==> config.mk <==
export PLATFORM = sky130hd
export DESIGN_NAME = cp0_irq_ctrl
export DESIGN_NICKNAME = d
export VERILOG_FILES = /design/src/rtl/cp0_irq_ctrl.sv
export SDC_FILE = /design/constraint.sdc
export NUM_CORES = 1
export LEC_CHECK = 0
export CORE_ASPECT_RATIO = 1.5
export CORE_MARGIN = 1.5
export CORE_UTILIZATION = 45
export DETAILED_ROUTE_END_ITERATION = 10
export HOLD_SLACK_MARGIN = 0.1
export PLACE_DENSITY = 0.9
export SYNTH_ARGS = -nofsm -noshare
export SYNTH_HDL_FRONTEND = slang
export SYNTH_SLANG_ARGS = --single-unit
==> constraint.sdc <==
create_clock -name CLK -period 6.46 [get_ports CLK]
set_clock_uncertainty 0.1 [all_clocks]
set_input_delay 1.292 -clock CLK [delete_from_list [all_inputs] [get_ports CLK]]
set_output_delay 1.292 -clock CLK [all_outputs]
set_load 0.1 [all_outputs]
==> images/layer_met1.png <==
Supply wires on this layer in grey.
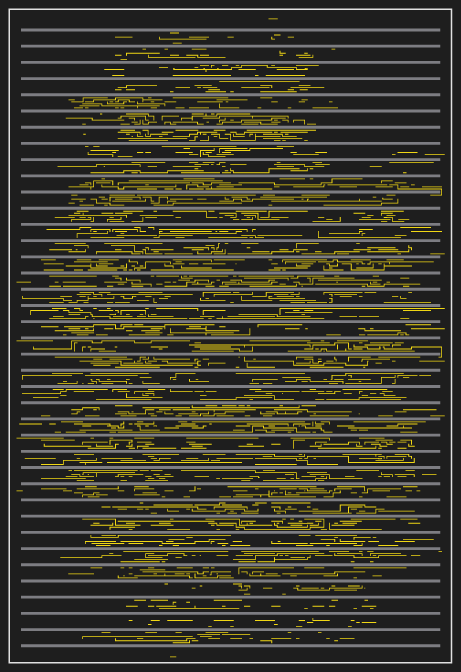
main direction = horizontal
wire length on this layer = 4510 µm
nets with wire on the layer = 566
share of all routed wire = 37%
routed via count: 4110
GR Layer Usage met1: 36.6%
Final Routed Wirelength: 12100 µm

==> images/placement_by_type.png <==
Scale bar: 20 µm. Fill, decap, tap and diode cells in grey.
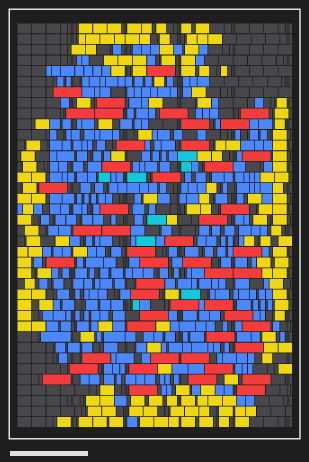
cyan -> clock drivers and dummy loads  # cells 8, share of their area 1.9%
yellow -> remaining buffers and delay cells  # cells 152, share of their area 30%
blue -> combinational and other logic  # cells 351, share of their area 47%
red -> sequential cells  # cells 50, share of their area 21%
row cnt: 38
finished layout cell area: 0.00487 mm²
sequential cell area share: 20.5%
Util after Layout: 67.0%

==> images/layer_met4.png <==
Scale bar: 20 µm. Supply wires on this layer in grey. Cells faint in the background.
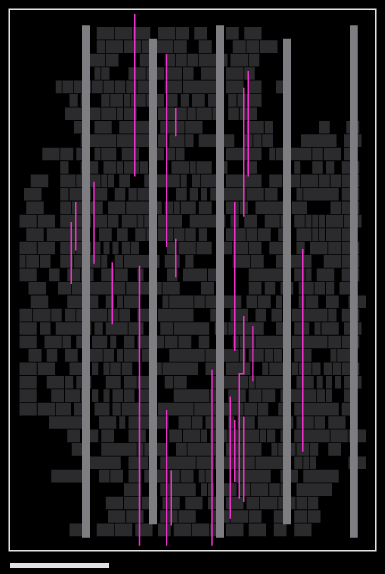
share of all routed wire = 4.0%
longest straight run = 56.4 µm
nets with wire on the layer = 19
main direction = vertical
wire length on this layer = 484 µm

==> impl_metrics.yaml <==
# synthesis and place-and-route metrics
yosys:
  ys_seq_share_pct: 29.5
  synth.area.mux_share_pct: 4.49
  ys_ff: 50
  flip_flops_with_a_built_in_enable: 0
  simple_gate_portion_of_the_synthesized_area_pct: 32.6
  leading_cell_types_by_total_area_after_synthesis: "sky130_fd_sc_hd__dfxtp_1, sky130_fd_sc_hd__a211oi_1, sky130_fd_sc_hd__and3_1, sky130_fd_sc_hd__nor2_1, sky130_fd_sc_hd__clkbuf_1"
  synth.cellmix.xorXnorShare_pct: 2.58
  netlist.top_cell.by_instances: "sky130_fd_sc_hd__dfxtp_1"
  ys_async_sr_fraction_pct: 0
layout:
  nonClockBufferCount: 152
  logic_area_mm2: 0.00219
  area_growth_syn_to_layout_pct: 43.4
  largest_register_ffs: 30
  num_antenna_cells: 0
  num-nonclk-inverters: 13
final_timing:
  final_min_period_over_clock_period_pct: 80.9
  tightestPinTransition_ns: 1.03
  fin_worst_hold_slack_ns: 0.394
grt:
  antenna_found_initial: 0
  gr-usage-all-layers_pct: 29.8
route:
  drtAntennaViolNets: 0
  detail_route.iter0.violations: 424
  drt-wirelength-per-cell_um: 18.3
  drc: 0
  via_density_per_instance: 6.22
worst_setup_path:
  critical_path.n_buffers_inverters: 2
  crit_path_cell_trace: "clkdlybuf4s50_1 > o21ai_0 > a21oi_1 > clkdlybuf4s50_1"
  worst_path_max_delay_cell: "sky130_fd_sc_hd__clkdlybuf4s50_1"
  cp-start-kind: "primary input"
  critPathCaptureType: "primary output"
  r2r_slack_ns: 4.98
  timing.critical_path.required_ns: 5.07
floorplan:
  fp.dieArea_mm2: 0.00809
  floorplanUtilization_pct: 46.7
  core-area_mm2: 0.00727
  die-height_um: 109
clock_tree:
  clock_tree_buf_depth: 2
  post_cts.repair.setup_buffers: 0
  ctsHoldBuffers: 0
  clock_net_sink_count: 50
pwr:
  power.clock.total_w: 0.000186
run_status:
  run_status: "completed"
Power is estimated from default activity; no workload was simulated.
